===== src/rtl/aes_v2_sbox_arbiter_pkg.sv =====
`default_nettype none
// ============================================================================
// Module   : aes_v2_sbox_arbiter_pkg
// Purpose  : Shared state encodings, requester indices and byte-select helper
//            for the shared AES sbox arbiter.
// Revision : 1.0 - initial release
// ============================================================================
package aes_v2_sbox_arbiter_pkg;

  // Sequencer states: idle, then one state per byte of the granted word.
  typedef enum logic [2:0] {
    ST_IDLE = 3'd0,
    ST_B0   = 3'd1,
    ST_B1   = 3'd2,
    ST_B2   = 3'd3,
    ST_B3   = 3'd4
  } state_e;

  // Requester indices as stored in the grant register.
  localparam logic REQ0 = 1'b0;
  localparam logic REQ1 = 1'b1;

  // Byte of the granted word that feeds the sbox in a given byte state.
  function automatic logic [7:0] byte_sel(input logic [31:0] word, input state_e st);
    logic [7:0] b;
    case (st)
      ST_B1:   b = word[15:8];
      ST_B2:   b = word[23:16];
      ST_B3:   b = word[31:24];
      default: b = word[7:0];
    endcase
    return b;
  endfunction

endpackage
`default_nettype wire


===== src/rtl/aes_v2_sbox_arbiter_if.sv =====
`default_nettype none
// ============================================================================
// Module   : aes_v2_sbox_arbiter_if
// Purpose  : Two-requester word substitution bus. The master modport is the
//            requester side, the slave modport is the arbiter side.
// Revision : 1.0 - initial release
// ============================================================================
interface aes_v2_sbox_arbiter_if;

  logic        r0_valid;
  logic [31:0] r0_data;
  logic        r0_inv;
  logic        r0_ready;
  logic        r1_valid;
  logic [31:0] r1_data;
  logic        r1_inv;
  logic        r1_ready;
  logic [31:0] result;
  logic        busy;

  modport master (
    output r0_valid, r0_data, r0_inv,
    output r1_valid, r1_data, r1_inv,
    input  r0_ready, r1_ready, result, busy
  );

  modport slave (
    input  r0_valid, r0_data, r0_inv,
    input  r1_valid, r1_data, r1_inv,
    output r0_ready, r1_ready, result, busy
  );

endinterface
`default_nettype wire


===== src/rtl/aes_v2_sbox_arbiter_sbox.sv =====
`default_nettype none
// ============================================================================
// Module   : aes_v2_sbox_arbiter_sbox
// Purpose  : Combinational AES forward/inverse sbox built from GF(2^8)
//            inversion (x^254) and the AES affine transform.
// Revision : 1.0 - initial release
// ============================================================================
module aes_v2_sbox_arbiter_sbox (
  input  logic [7:0] in,
  input  logic       inv,
  output logic [7:0] out
);

  // GF(2^8) multiply modulo x^8 + x^4 + x^3 + x + 1.
  function automatic logic [7:0] gf_mul(input logic [7:0] a, input logic [7:0] b);
    logic [7:0] p;
    logic [7:0] x;
    logic [7:0] y;
    p = 8'h00;
    x = a;
    y = b;
    for (int i = 0; i < 8; i++) begin
      if (y[0]) p = p ^ x;
      x = {x[6:0], 1'b0} ^ (x[7] ? 8'h1b : 8'h00);
      y = {1'b0, y[7:1]};
    end
    return p;
  endfunction

  // Multiplicative inverse as a^254 via an addition chain; maps 0 to 0.
  function automatic logic [7:0] gf_inv(input logic [7:0] a);
    logic [7:0] a3, a7, a15, a31, a63, a127;
    a3   = gf_mul(gf_mul(a, a), a);
    a7   = gf_mul(gf_mul(a3, a3), a);
    a15  = gf_mul(gf_mul(a7, a7), a);
    a31  = gf_mul(gf_mul(a15, a15), a);
    a63  = gf_mul(gf_mul(a31, a31), a);
    a127 = gf_mul(gf_mul(a63, a63), a);
    return gf_mul(a127, a127);
  endfunction

  // Forward affine: b ^ rotl1 ^ rotl2 ^ rotl3 ^ rotl4 ^ 0x63.
  function automatic logic [7:0] fwd_aff(input logic [7:0] b);
    return b ^ {b[6:0], b[7]} ^ {b[5:0], b[7:6]} ^ {b[4:0], b[7:5]} ^
           {b[3:0], b[7:4]} ^ 8'h63;
  endfunction

  // Inverse affine: rotl1 ^ rotl3 ^ rotl6 ^ 0x05.
  function automatic logic [7:0] inv_aff(input logic [7:0] s);
    return {s[6:0], s[7]} ^ {s[4:0], s[7:5]} ^ {s[1:0], s[7:2]} ^ 8'h05;
  endfunction

  // Select forward or inverse substitution.
  always_comb begin
    if (inv) out = gf_inv(inv_aff(in));
    else     out = fwd_aff(gf_inv(in));
  end

endmodule
`default_nettype wire


===== src/rtl/aes_v2_sbox_arbiter.sv =====
`default_nettype none
// ============================================================================
// Module   : aes_v2_sbox_arbiter
// Purpose  : Round-robin arbiter sharing one AES sbox between two word
//            requesters; substitutes the granted word one byte per cycle and
//            returns the full word with a one-cycle ready pulse.
// Revision : 1.0 - initial release
// ============================================================================
module aes_v2_sbox_arbiter
  import aes_v2_sbox_arbiter_pkg::*;
#(
  parameter bit RR_INIT = 1'b0
) (
  input  logic                        g_clk,
  input  logic                        g_resetn,
  aes_v2_sbox_arbiter_if.slave        bus
);

  state_e      fsm_q, fsm_d;
  logic        gnt_q, gnt_d;
  logic        prio_q, prio_d;
  logic [7:0]  b0_q, b0_d;
  logic [7:0]  b1_q, b1_d;
  logic [7:0]  b2_q, b2_d;

  logic [7:0]  sbox_in;
  logic        sbox_inv;
  logic [7:0]  sbox_out;

  logic        gnt_valid;
  logic        gnt_inv;
  logic [31:0] gnt_data;
  logic        other_valid;
  logic        win;
  logic        done;

  // Granted requester's live request; no copy of the word is kept.
  assign gnt_valid   = (gnt_q == REQ1) ? bus.r1_valid : bus.r0_valid;
  assign gnt_inv     = (gnt_q == REQ1) ? bus.r1_inv   : bus.r0_inv;
  assign gnt_data    = (gnt_q == REQ1) ? bus.r1_data  : bus.r0_data;
  assign other_valid = (gnt_q == REQ1) ? bus.r0_valid : bus.r1_valid;

  // Winner when arbitrating from idle: prio on a tie, else whoever asks.
  assign win = (bus.r0_valid && bus.r1_valid) ? prio_q : bus.r1_valid;

  aes_v2_sbox_arbiter_sbox u_sbox (
    .in  (sbox_in),
    .inv (sbox_inv),
    .out (sbox_out)
  );

  // Steer the current byte of the granted word into the shared sbox.
  always_comb begin
    sbox_in  = 8'h00;
    sbox_inv = 1'b0;
    if (fsm_q != ST_IDLE) begin
      sbox_in  = byte_sel(gnt_data, fsm_q);
      sbox_inv = gnt_inv;
    end
  end

  // Arbitration, byte capture and state sequencing.
  always_comb begin
    fsm_d  = fsm_q;
    gnt_d  = gnt_q;
    prio_d = prio_q;
    b0_d   = b0_q;
    b1_d   = b1_q;
    b2_d   = b2_q;
    case (fsm_q)
      ST_IDLE: begin
        if (bus.r0_valid || bus.r1_valid) begin
          gnt_d  = win;
          prio_d = ~win;
          fsm_d  = ST_B0;
        end
      end
      ST_B0: begin
        if (!gnt_valid) fsm_d = ST_IDLE;
        else begin
          b0_d  = sbox_out;
          fsm_d = ST_B1;
        end
      end
      ST_B1: begin
        if (!gnt_valid) fsm_d = ST_IDLE;
        else begin
          b1_d  = sbox_out;
          fsm_d = ST_B2;
        end
      end
      ST_B2: begin
        if (!gnt_valid) fsm_d = ST_IDLE;
        else begin
          b2_d  = sbox_out;
          fsm_d = ST_B3;
        end
      end
      ST_B3: begin
        // Hand straight over to the other requester; never regrant the one just served.
        if (gnt_valid && other_valid) begin
          gnt_d  = ~gnt_q;
          prio_d = gnt_q;
          fsm_d  = ST_B0;
        end else begin
          fsm_d  = ST_IDLE;
        end
      end
      default: fsm_d = ST_IDLE;
    endcase
  end

  // State registers with synchronous active-high reset.
  always_ff @(posedge g_clk) begin
    if (g_resetn) begin
      fsm_q  <= ST_IDLE;
      gnt_q  <= REQ0;
      prio_q <= RR_INIT;
      b0_q   <= 8'h00;
      b1_q   <= 8'h00;
      b2_q   <= 8'h00;
    end else begin
      fsm_q  <= fsm_d;
      gnt_q  <= gnt_d;
      prio_q <= prio_d;
      b0_q   <= b0_d;
      b1_q   <= b1_d;
      b2_q   <= b2_d;
    end
  end

  // Completion only while the owner still holds valid; outputs forced low in reset.
  assign done         = (fsm_q == ST_B3) && gnt_valid && !g_resetn;
  assign bus.r0_ready = done && (gnt_q == REQ0);
  assign bus.r1_ready = done && (gnt_q == REQ1);
  assign bus.result   = done ? {sbox_out, b2_q, b1_q, b0_q} : 32'h0000_0000;
  assign bus.busy     = (fsm_q != ST_IDLE) && !g_resetn;

endmodule
`default_nettype wire


===== src/flat_wrapper.sv =====
// flat-port wrapper written by rule: the top's interface ports become plain ports
module aes_v2_sbox_arbiter_flat import aes_v2_sbox_arbiter_pkg::*;
#(
  parameter bit RR_INIT = 1'b0
)
  (g_clk, g_resetn, bus_r0_valid, bus_r0_data, bus_r0_inv, bus_r1_valid, bus_r1_data, bus_r1_inv, bus_r0_ready, bus_r1_ready, bus_result, bus_busy);
  aes_v2_sbox_arbiter_if bus_i ();
  input  logic g_clk;
  input  logic g_resetn;
  input wire logic [$bits(bus_i.r0_valid)-1:0] bus_r0_valid;
  input wire logic [$bits(bus_i.r0_data)-1:0] bus_r0_data;
  input wire logic [$bits(bus_i.r0_inv)-1:0] bus_r0_inv;
  input wire logic [$bits(bus_i.r1_valid)-1:0] bus_r1_valid;
  input wire logic [$bits(bus_i.r1_data)-1:0] bus_r1_data;
  input wire logic [$bits(bus_i.r1_inv)-1:0] bus_r1_inv;
  output wire logic [$bits(bus_i.r0_ready)-1:0] bus_r0_ready;
  output wire logic [$bits(bus_i.r1_ready)-1:0] bus_r1_ready;
  output wire logic [$bits(bus_i.result)-1:0] bus_result;
  output wire logic [$bits(bus_i.busy)-1:0] bus_busy;
  assign bus_i.r0_valid = bus_r0_valid;
  assign bus_i.r0_data = bus_r0_data;
  assign bus_i.r0_inv = bus_r0_inv;
  assign bus_i.r1_valid = bus_r1_valid;
  assign bus_i.r1_data = bus_r1_data;
  assign bus_i.r1_inv = bus_r1_inv;
  assign bus_r0_ready = bus_i.r0_ready;
  assign bus_r1_ready = bus_i.r1_ready;
  assign bus_result = bus_i.result;
  assign bus_busy = bus_i.busy;
  aes_v2_sbox_arbiter #(.RR_INIT(RR_INIT)) u_core (.g_clk(g_clk), .g_resetn(g_resetn), .bus(bus_i));
endmodule

===== config.mk =====
export PLATFORM = sky130hd
export DESIGN_NAME = aes_v2_sbox_arbiter_flat
export DESIGN_NICKNAME = d
export VERILOG_FILES = /design/src/rtl/aes_v2_sbox_arbiter_pkg.sv /design/src/rtl/aes_v2_sbox_arbiter_if.sv /design/src/rtl/aes_v2_sbox_arbiter_sbox.sv /design/src/rtl/aes_v2_sbox_arbiter.sv /design/src/flat_wrapper.sv
export SDC_FILE = /design/constraint.sdc
export NUM_CORES = 2
export LEC_CHECK = 0
export ABC_AREA = 1
export CAP_MARGIN = 20
export CORE_MARGIN = 2
export CORE_UTILIZATION = 55
export CTS_BUF_LIST = sky130_fd_sc_hd__clkbuf_8 sky130_fd_sc_hd__clkbuf_16
export DETAILED_ROUTE_END_ITERATION = 16
export GPL_TIMING_DRIVEN = 0
export PLACE_DENSITY = 0.71
export SYNTH_ARGS = -nofsm -noshare
export SYNTH_HDL_FRONTEND = slang
export SYNTH_SLANG_ARGS = --single-unit

===== constraint.sdc =====
create_clock -name g_clk -period 37.2 [get_ports g_clk]
set_clock_uncertainty 0.1 [all_clocks]
set_input_delay 5.58 -clock g_clk [delete_from_list [all_inputs] [get_ports g_clk]]
set_output_delay 5.58 -clock g_clk [all_outputs]
set_load 0.05 [all_outputs]

==> results.json <==
{
  "status": "finished, final reports clean",
  "fp.dieW_um": 298.8,
  "cts_tree": "yes",
  "antenna_found_initial": 0,
  "antennaDiodeCount": 0,
  "grt_max_degree": 13,
  "path_buffers": 42,
  "ys_ff": 29,
  "clockBufferDepth": 2,
  "fp_nets": 10130,
  "ys_cells": 10050,
  "area_growth_pct": 5.594,
  "ys_async_sr_fraction_pct": 0,
  "syn_inst": 10050,
  "ys_seq_share_pct": 1.215,
  "worstSetupStartpointType": "input pin",
  "finalCriticalPeriod_ns": 35.08,
  "min_period_over_period_pct": 94.31,
  "end_kind": "output port",
  "cp.arrival_ns": 29.40,
  "routedWlPerCell_um": 14.26,
  "edf_count": 0,
  "hold_viol": 0,
  "fp_util_pct": 55.27,
  "finish.utilization_pct": 58.36,
  "first_pass_iters": 9,
  "cts_hold_buf": 0,
  "yosys.cell_types.count": 58,
  "gp_congestion": 0.9853,
  "cts_root_buffer": "clkbuf_16",
  "overflow": 0,
  "layout_top_cell": "nand2_1",
  "ios": 105,
  "setup_viol": 0,
  "crit_type": "in -> out",
  "wl_um": 161300,
  "cpLargestDelayFamily": "simple AND/OR/NAND/NOR gates",
  "grt_pass1_vias": 54170,
  "grt_usage_pct": 34.36,
  "num_rows": 108,
  "crit_path_frequent_cell": "nand2_1"
}
stage by stage:
step                      std cells  instance area (um^2)  hold slack (ns)  setup slack, ns
after detailed placement      11310                 50290           0.4091           0.5865
after global placement        11310                 50290           0.3733           0.9206
after global routing          11310                 50470           0.4563        -0.001759
after CTS                     11310                 50430           0.4217           0.5587
after floorplan               10050                 47800           0.3570            6.700
final                         11310                 50470           0.4155            2.118
state kept, by name, summed over array words and instances, names as in the netlist:
register       flops
u_core.b2_q        8
u_core.gnt_q       1
u_core.b0_q        8
u_core.prio_q      1
u_core.fsm_q       3
u_core.b1_q        8
metal layers:
layer / vias up / share of wire, % / GRT usage [%]
met3: 376 / 8.3 / 2.297
met5: - / 0 / 0
met1: 27500 / 44 / 46.40
li1: 31710 / - / -
met4: 0 / 3.4 / 11.13
met2: 2610 / 45 / 57.99
worst register-to-register path, delay by kind of cell (launching register included):
kind,cells,cell delay [ns]
xor+xnor,3,0.92
buf+inv,43,7.34
fa+ha+maj,7,2.40
compound gates,1,0.24
flops,1,0.32
simple gates,124,13.04
path summary, 6_finish.rpt:
path	start	endpoint	slack [ns]	depth (start not counted)
setup / recovery	bus_r0_data[6]	bus_result[26]	2.12	175
hold / removal	u_core.prio_q$_SDFFE_PP0P_	u_core.prio_q$_SDFFE_PP0P_	0.42	2
setup reg to reg	u_core.gnt_q$_SDFFE_PP0P_	u_core.b1_q[2]$_SDFFE_PP0P_	12.75	178
hold reg to reg	u_core.prio_q$_SDFFE_PP0P_	u_core.prio_q$_SDFFE_PP0P_	0.42	2
area by class of cell:
class,instances,share of cell area (%)
Clock buffer,5,0.2479
Timing Repair Buffer,104,2.008
Clock inverter,3,0.02727
Tap cell,1155,2.863
Sequential cell,29,1.150
Multi-Input combinational cell,8442,79.38
Inverter,1315,9.878
Buffer,260,4.445
repair_timing:
| item | 4_1_cts | 5_1_grt |
|---|---|---|
| endpoints found under the setup margin | 0 | 8 |
| hold endpoints to repair | 0 | 0 |
| resized | 0 | 66 |
Yosys cell counts, types with 29 or more instances:
cell / number / area share, %
buf_4: 43 / 0.68
nand4_1: 106 / 1.4
xor2_1: 70 / 1.3
nor2_1: 471 / 3.7
nand3_2: 162 / 3.4
a21oi_1: 73 / 0.76
nand3b_1: 63 / 0.99
buf_2: 46 / 0.48
xnor2_1: 40 / 0.73
clkinv_1: 30 / 0.24
nand2_2: 649 / 8.5
inv_1: 1110 / 8.7
nand2_4: 135 / 3.2
nand2_1: 4441 / 35
dfxtp_1: 29 / 1.2
inv_2: 154 / 1.2
o21ai_0: 31 / 0.32
nand3_1: 1981 / 21
o21ai_1: 38 / 0.40
buf_6: 70 / 1.6
clkbuf_8: 40 / 1.2
nor2_2: 72 / 0.94
cell families (layout without fill, tap and decap cells):
kind of cell / after synthesis / in the layout / synth area share, %
AOI/OAI and AO/OA: 182 / 182 / 2.201
xor gates and xnor gates: 116 / 116 / 2.267
adders and majority gates: 17 / 17 / 0.4450
buffers and inverters: 1575 / 1687 / 15.04
DFF: 29 / 29 / 1.215
muxes: 2 / 2 / 0.04188
and+or+nand+nor: 8125 / 8125 / 78.80
Fig. 1: cells coloured by class
Fill, decap, tap and diode cells in grey.
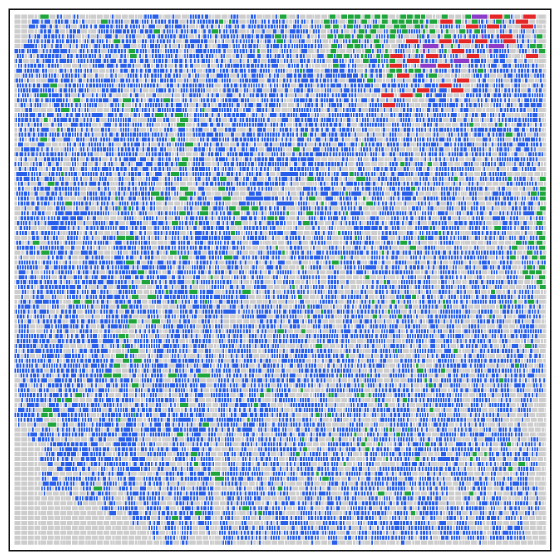
| colour | class | cells |
|---|---|---|
| red | sequential cells | 29 |
| green | remaining buffers and delay cells | 364 |
| purple | clock drivers and dummy loads | 8 |
| blue | combinational and other logic | 9757 |

Fig. 2: power grid
Scale bar: 100 um. Pins as bars on the die edge. Tap cells in grey.
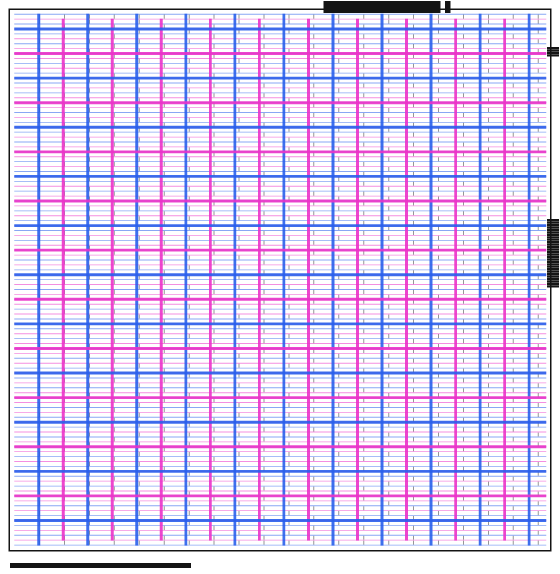
| colour | net |
|---|---|
| blue | VSS |
| magenta | VDD |
signal pins: 105
met1 rails: 109
tap cells: 1155
met5 straps: 21

